--- src/rtl/reg_arb_pkg.sv ---
// rtl/reg_arb_pkg.sv - shared types and default widths for the register-bank arbiter
package reg_arb_pkg;

    typedef enum logic [1:0] {
        IDLE    = 2'd0,
        ACCESS  = 2'd1,
        CAPTURE = 2'd2,
        RESP    = 2'd3
    } state_t;

    localparam int DEF_ADDR_W = 8;
    localparam int DEF_DATA_W = 32;

endpackage

--- src/rtl/rr_arbiter.sv ---
// rtl/rr_arbiter.sv - combinational round-robin pick: first request at or after ptr, wrapping
module rr_arbiter #(
    parameter int N  = 2,
    parameter int IW = (N > 1) ? $clog2(N) : 1
) (
    input  logic [N-1:0]  req,
    input  logic [IW-1:0] ptr,
    output logic [N-1:0]  grant,
    output logic [IW-1:0] idx,
    output logic          any
);

    always_comb begin
        grant = '0;
        idx   = '0;
        any   = 1'b0;
        for (int i = 0; i < N; i++) begin
            if (!any && req[(int'(ptr) + i) % N]) begin
                any                         = 1'b1;
                idx                         = IW'((int'(ptr) + i) % N);
                grant[(int'(ptr) + i) % N]  = 1'b1;
            end
        end
    end

endmodule

--- src/rtl/reg_bank_arbiter.sv ---
// rtl/reg_bank_arbiter.sv - round-robin arbiter sharing one single-port register bank
// Optional address range check enabled by defining REG_ARB_ADDR_CHECK_EN.
module reg_bank_arbiter
    import reg_arb_pkg::*;
#(
    parameter int NUM_REQ  = 2,
    parameter int ADDR_W   = DEF_ADDR_W,
    parameter int DATA_W   = DEF_DATA_W,
    parameter int NUM_REGS = 256
) (
    input  logic                        clk,
    input  logic                        rst,
    input  logic [NUM_REQ-1:0]          req_valid,
    output logic [NUM_REQ-1:0]          req_ready,
    input  logic [NUM_REQ-1:0]          req_we,
    input  logic [NUM_REQ*ADDR_W-1:0]   req_addr,
    input  logic [NUM_REQ*DATA_W-1:0]   req_wdata,
    output logic [NUM_REQ-1:0]          rsp_valid,
    output logic [DATA_W-1:0]           rsp_rdata,
    output logic                        rsp_err,
    output logic                        bank_en,
    output logic                        bank_we,
    output logic [ADDR_W-1:0]           bank_addr,
    output logic [DATA_W-1:0]           bank_wdata,
    input  logic [DATA_W-1:0]           bank_rdata
);

    localparam int IW = $clog2(NUM_REQ);

    if (NUM_REQ < 2 || NUM_REGS > (1 << ADDR_W)) begin : g_bad_cfg
        $error("reg_bank_arbiter: NUM_REQ must be >= 2 and NUM_REGS <= 2**ADDR_W");
    end

    state_t              state, state_nxt;
    logic [IW-1:0]       ptr;
    logic [IW-1:0]       g_idx;
    logic [IW-1:0]       lat_idx;
    logic [NUM_REQ-1:0]  grant;
    logic                any;
    logic                lat_we;
    logic [ADDR_W-1:0]   lat_addr;
    logic [ADDR_W-1:0]   sel_addr;
    logic [DATA_W-1:0]   lat_wdata;
    logic [DATA_W-1:0]   rdata_q;
    logic                addr_bad;

    rr_arbiter #(.N(NUM_REQ), .IW(IW)) u_rr (
        .req   (req_valid),
        .ptr   (ptr),
        .grant (grant),
        .idx   (g_idx),
        .any   (any)
    );

    assign sel_addr  = req_addr[g_idx*ADDR_W +: ADDR_W];
    assign rsp_rdata = rdata_q;

`ifdef REG_ARB_ADDR_CHECK_EN
    localparam logic [ADDR_W:0] REG_LIMIT = (ADDR_W+1)'(NUM_REGS);
    logic err_q;

    assign addr_bad = ({1'b0, sel_addr} >= REG_LIMIT);

    always_ff @(posedge clk or posedge rst) begin
        if (rst) begin
            err_q <= 1'b0;
        end else if (state == IDLE && any) begin
            err_q <= addr_bad;
        end
    end

    assign rsp_err = err_q && (state == RESP);
`else
    assign addr_bad = 1'b0;
    assign rsp_err  = 1'b0;
`endif

    always_ff @(posedge clk or posedge rst) begin
        if (rst) begin
            state     <= IDLE;
            ptr       <= '0;
            lat_idx   <= '0;
            lat_we    <= 1'b0;
            lat_addr  <= '0;
            lat_wdata <= '0;
            rdata_q   <= '0;
        end else begin
            state <= state_nxt;
            case (state)
                IDLE: begin
                    if (any) begin
                        lat_idx   <= g_idx;
                        lat_we    <= req_we[g_idx];
                        lat_addr  <= sel_addr;
                        lat_wdata <= req_wdata[g_idx*DATA_W +: DATA_W];
                        if (addr_bad) begin
                            rdata_q <= '0;
                        end
                    end
                end
                ACCESS: begin
                    // a write response reports zero read data
                    if (lat_we) begin
                        rdata_q <= '0;
                    end
                end
                CAPTURE: rdata_q <= bank_rdata;
                RESP: ptr <= (lat_idx == IW'(NUM_REQ - 1)) ? '0 : lat_idx + 1'b1;
                default: ;
            endcase
        end
    end

    always_comb begin
        state_nxt  = state;
        req_ready  = '0;
        rsp_valid  = '0;
        bank_en    = 1'b0;
        bank_we    = 1'b0;
        bank_addr  = '0;
        bank_wdata = '0;
        case (state)
            IDLE: begin
                if (any && !rst) begin
                    req_ready = grant;
                    state_nxt = addr_bad ? RESP : ACCESS;
                end
            end
            ACCESS: begin
                bank_en    = 1'b1;
                bank_we    = lat_we;
                bank_addr  = lat_addr;
                bank_wdata = lat_wdata;
                state_nxt  = lat_we ? RESP : CAPTURE;
            end
            CAPTURE: state_nxt = RESP;
            RESP: begin
                rsp_valid[lat_idx] = 1'b1;
                state_nxt          = IDLE;
            end
            default: state_nxt = IDLE;
        endcase
    end

endmodule

--- config.mk ---
export PLATFORM = sky130hd
export DESIGN_NAME = reg_bank_arbiter
export DESIGN_NICKNAME = d
export VERILOG_FILES = /design/src/rtl/reg_arb_pkg.sv /design/src/rtl/rr_arbiter.sv /design/src/rtl/reg_bank_arbiter.sv
export SDC_FILE = /design/constraint.sdc
export NUM_CORES = 1
export LEC_CHECK = 0
export ABC_CLOCK_PERIOD_IN_PS = 4690
export CAP_MARGIN = 10
export CORE_AREA = 2 2 112 114
export DETAILED_ROUTE_END_ITERATION = 8
export DIE_AREA = 0 0 114 116
export MAX_ROUTING_LAYER = met4
export PLACE_DENSITY = 0.65
export SLEW_MARGIN = 20
export SYNTH_ARGS = -nofsm -noshare
export SYNTH_HDL_FRONTEND = slang
export SYNTH_HIERARCHICAL = 1
export SYNTH_SLANG_ARGS = --single-unit
--- constraint.sdc ---
create_clock -name clk -period 4.69 [get_ports clk]
set_input_delay 0.938 -clock clk [delete_from_list [all_inputs] [get_ports clk]]
set_output_delay 0.938 -clock clk [all_outputs]
set_load 0.01 [all_outputs]
**Run 1: nets reached from selected ports**

(3 px per um)
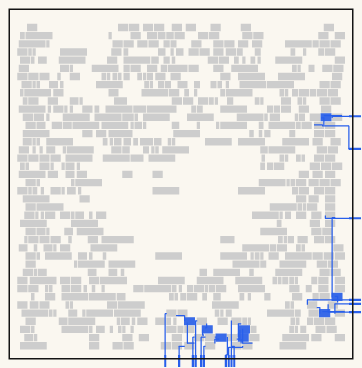
- blue: req_addr (direction input; end cells 8; buffers 16; wire 244 um)

**Run 1: sequential cells grouped by signal name**

(3 px per um)
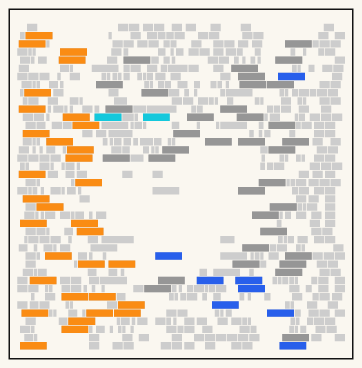
- cyan: state (sequential cells 2)
- blue: lat_addr (sequential cells 8)
- orange: rsp_rdata (sequential cells 32; where a vertical strip on the left)
- not coloured: 35

**Run 1: local utilization**

(2 px per um) 11 x 12 tiles, from dark purple (low) to yellow (high), 0 to 100% covered.
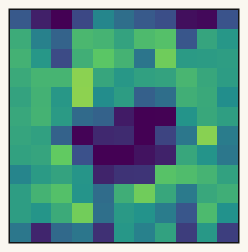
- emptiest ninth of the die: middle
- tiles over 75% full: 5.3%
- mean over tiles: 46%
- fullest tile: 82%
- nearly empty tiles: 5.3%

**Run 1: selected gate families**

(4 px per um)
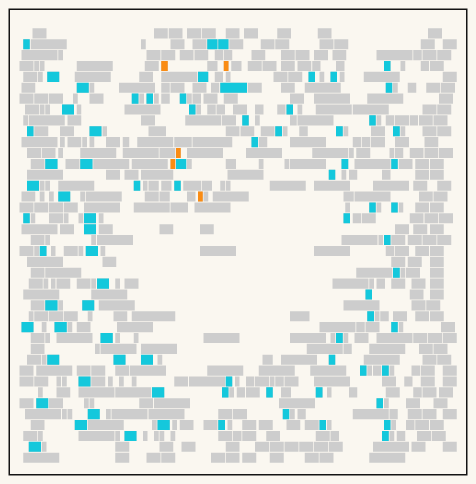
- cyan: inverting AOI/OAI gates (cells 79; where spread over the die)
- orange: inverters (cells 5)

==> run 1: per-stage QoR <==
step / total power, mW / instances / utilization [%]
after floorplan: 2.142 / 396 / -
after global placement: 2.795 / 716 / 49.31
after detailed placement: 2.846 / 716 / 49.31
after CTS: 3.553 / 732 / 51.78
after global routing: 3.783 / 733 / 52.01
final: 3.491 / 733 / 52.01
==> run 1: flip-flops by register name, indices dropped and copies added, names as in the netlist <==
name       flops
lat_addr       8
lat_idx        1
lat_wdata     32
lat_we         1
ptr            1
rsp_rdata     32
state          2
==> run 1: critical path: stages <==
cell and delay (ns):
sky130_fd_sc_hd__clkdlybuf4s50_1 0.57, sky130_fd_sc_hd__or2_1 0.18, sky130_fd_sc_hd__and2_1 0.17, sky130_fd_sc_hd__and3_1 0.17, sky130_fd_sc_hd__clkdlybuf4s50_1 0.53
==> run 1: cell usage after synthesis, drive strengths merged <==
library cell,n
and2,43
a21o,1
buf,14
ha,4
or2,1
conb,1
a21boi,4
nand2,109
nor2,2
and3,2
inv,5
dfrtp,77
clkbuf,15
mux2,1
o31ai,1
mux2i,42
o21ai,74
==> run 1: metal layers <==
layer	global-route usage, %	share of wire (%)	vias up
met1	19.28	43	1493
met2	25.20	45	140
li1	-	-	1688
met4	4.146	0.89	0
met3	6.590	11	8
met5	-	0	-
==> run 1: cell type report <==
cell class                      instances  area (um2)  area share, %
Inverter                                5       20.02         0.3232
Timing Repair Buffer                  203        2032          32.80
Clock inverter                          4       47.55         0.7675
Multi-Input combinational cell        285        1738          28.05
Tap cell                              147       183.9          2.969
Clock buffer                           12       246.5          3.979
Sequential cell                        77        1927          31.10
==> flow_summary.rst, run 1 <==
Flow metrics
------------

.. list-table::
   :header-rows: 1

   * - Metric
     - Value
   * - Chip Area
     - about 13,000 um2
   * - Arrival time at the worst endpoint
     - around 2.6 ns
   * - Post-route cell area
     - ~6200 um2
   * - First-pass GRT wire length
     - ~16,000 um
   * - Total track usage
     - between 15 and 20%
   * - Cell taking the most area after synthesis
     - sky130_fd_sc_hd__dfrtp_1
   * - Beginning of the critical path
     - req_valid[0]
   * - Worst endpoint required time
     - about 3.8 ns
   * - Clock input transition at the sequential cells of the worst setup and hold paths
     - approximately 0.05 ns
   * - Most frequent logic cell in the layout
     - sky130_fd_sc_hd__clkdlybuf4s50_1
   * - Worst-case hold slack
     - approximately 0.47 ns
   * - Clock insertion delay at the later pin of the skew report
     - 0.33 ns
   * - Cell internal power dissipation
     - around 2.2 mW
   * - Average cell area after synthesis
     - around 9.7 um2
   * - Htree depth
     - 3
   * - Registers, synthesis
     - 77
   * - Worst R2R End
     - rsp_rdata[31]
   * - Average routed wire per standard cell
     - about 14 um
   * - Fp_density
     - around a third
   * - Comb pwr
     - between 1.5 and 2 mW
   * - WL final
     - just over 10,000 um
   * - Result of the run
     - finished, final reports clean
   * - Via count of the first global-routing pass
     - 3,303
   * - Total Negative Setup Slacks
     - 0 ns
   * - Cts repair resizes
     - 0
   * - Worst setup slack before clock tree synthesis
     - between 1 and 1.5 ns
## Run 2: what changed since run 1
--- a/config.mk
+++ b/config.mk
@@ -5,7 +5,7 @@
 export SDC_FILE = /design/constraint.sdc
 export NUM_CORES = 1
 export LEC_CHECK = 0
-export ABC_CLOCK_PERIOD_IN_PS = 4690
+export ABC_CLOCK_PERIOD_IN_PS = 3300
 export CAP_MARGIN = 10
 export CORE_AREA = 2 2 112 114
 export DETAILED_ROUTE_END_ITERATION = 8
==> constraint.sdc (replaced) <==
create_clock -name clk -period 3.3 [get_ports clk]
set_input_delay 0.66 -clock clk [delete_from_list [all_inputs] [get_ports clk]]
set_output_delay 0.66 -clock clk [all_outputs]
set_load 0.01 [all_outputs]
**Run 2: clock wiring as the flow saved it**

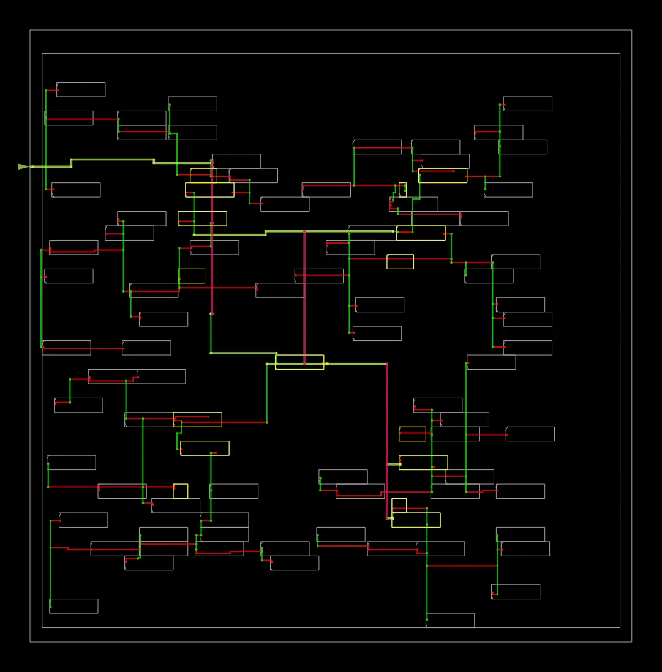
clock buffers created by TritonCTS: 9
Clock Sinks: 77

==> run 2 against run 1 <==
Cell count up 0.14%. Clock power up 39%. Sequential power up 41%. Non-clock buffer count up 1. Flip-flop count unchanged. Utilization up 0.063 points. Wire length down 1.1%. Power up 41%. Design area up 0.12%. First-iteration DRC count up 0.96%. Combinational power up 42%. Critical path type unchanged. Critical endpoint is now req_ready[0]. Largest power group unchanged.
==> flow_summary.rst, run 2 <==
Flow metrics
------------

.. list-table::
   :header-rows: 1

   * - Metric
     - Value
   * - Worst R2R End
     - rsp_rdata[31]
   * - Worst-case hold slack
     - 0.4690 ns (+0.003557 ns)
   * - Average cell area after synthesis
     - 9.722 um2 (unchanged)
   * - Via count of the first global-routing pass
     - 3,222 (-2.5%)
   * - Area used by sequential logic in the layout
     - 1927 um2 (unchanged)
   * - Total Negative Setup Slacks
     - 0 ns (unchanged)
   * - OpenROAD warnings
     - 29
   * - Cell internal power dissipation
     - 3.138 mW (+42%)
   * - Worst endpoint required time
     - 2.64 ns (-1.11 ns)
   * - Worst setup slack before clock tree synthesis
     - 0.3220 ns (-0.8819 ns)
   * - Average routed wire per standard cell
     - 13.84 um (-1.2%)
   * - Cell taking the most area after synthesis
     - sky130_fd_sc_hd__dfrtp_1
   * - Cts repair resizes
     - 0 (unchanged)
   * - Top cells by count
     - sky130_fd_sc_hd__nand2_1, sky130_fd_sc_hd__dfrtp_1, sky130_fd_sc_hd__o21ai_0
   * - Result of the run
     - finished, final reports clean
   * - Logic cell area
     - 1738 um2 (unchanged)
   * - Chip Area
     - 13,220 um2 (unchanged)
   * - Number of placed I/O pins
     - ~200
   * - Time the final worst path needs with I/O delays and setup
     - between 2 and 3 ns
   * - Final hold violations
     - 0
   * - Comb pwr
     - 2.37 mW (+42%)
   * - Number of synthesized flops with an enable pin
     - 0 (unchanged)
   * - Core Util, Final
     - 52.07% (+0.063 points)
   * - WL final
     - 10,160 um (-1.1%)
   * - Share of the cycle needed by the critical path after routing
     - 90.73%
   * - Htree depth
     - 3 (unchanged)
   * - Beginning of the critical path
     - req_valid[0]
   * - Non-filler instance count after layout
     - 734 (+0.14%)
   * - Most common cell in the synthesized netlist
     - sky130_fd_sc_hd__nand2_1
   * - Async set or reset register ratio after synthesis
     - 100.0% (unchanged)
   * - Placement-stage cell area
     - 5903 um2
   * - Most frequent logic cell in the layout
     - sky130_fd_sc_hd__clkdlybuf4s50_1
   * - Dominant Register Cell
     - sky130_fd_sc_hd__dfrtp_1
   * - Global route total overflow
     - 0
   * - Final Total Pwr
     - 4.940 mW (+41%)
   * - Pin slew with the least headroom to its limit
     - between 0.7 and 0.8 ns
   * - Via Count
     - 3,279
   * - Registers, synthesis
     - 77 (unchanged)
   * - Fp_density
     - 32.32% (unchanged)
   * - Type of the worst setup path
     - in2out
   * - Total track usage
     - 15.96% (-0.10 points)
   * - Clock insertion delay at the later pin of the skew report
     - 0.33 ns (about the same)
   * - Arrival time at the worst endpoint
     - 2.33 ns (-0.22 ns)
   * - Post-route cell area
     - 6202 um2 (+0.12%)
   * - First-pass GRT wire length
     - 15,990 um (-0.90%)
   * - Warnings from Yosys
     - 6
   * - Total instance count after detailed placement
     - 718 (+0.28%)
==> run 2: netlist changes by cell type in the layout (fill, tap and decap cells not counted), sizes merged <==
cell,previous run,this run
clkinv,3,0
clkbuf,12,14
clkinvlp,1,3
buf,8,9
bufinv,1,0
==> run 2: cell families (layout without fill, tap and decap cells) <==
kind of cell	Yosys count	count (layout)	share of synthesized area, %
and+or+nand+nor	157	157	18.33
AOI/OAI and AO/OA	80	80	13.52
DFF	77	77	50.05
muxes	43	43	11.54
buffers and inverters	34	225	5.167
adders and majority gates	4	4	1.300
other	1	1	0.09740
==> run 2: cell type report <==
class,count,share of cell area (%)
tap,147,2.965
inverter,5,0.3631
clock inverter,2,0.2421
sequential,77,31.07
multi-input combinational,285,28.02
clock buffer,14,4.579
timing repair buffer,204,32.76
==> run 2: how the worst min path moves through the flow <==
stage                       startpoint      endpoint  slack [ns]  depth (start not counted)
after floorplan            lat_addr[0]   lat_addr[0]        0.44                          2
after global placement    lat_wdata[5]  lat_wdata[5]        0.46                          2
final                      lat_addr[1]   lat_addr[1]        0.47                          2
after CTS                  lat_addr[1]   lat_addr[1]        0.47                          2
after detailed placement   lat_addr[1]   lat_addr[1]        0.46                          2
after global routing       lat_addr[7]   lat_addr[7]        0.49                          2
==> run 2: worst max-delay path, cell delays in order <==
cell,delay [ns]
sky130_fd_sc_hd__clkdlybuf4s50_1,0.58
sky130_fd_sc_hd__or2_1,0.18
sky130_fd_sc_hd__and2_1,0.17
sky130_fd_sc_hd__and3_1,0.17
sky130_fd_sc_hd__clkdlybuf4s50_1,0.56
==> run 2: per-layer routing <==
metal  wire, um  global-route usage [%]
met1       4405                   19.89
met2       4653                   24.64
met3       1018                   5.910
met4         82                   4.146
met5          0                       -
Power figures rest on the tool's default switching activity, not on a simulated workload.
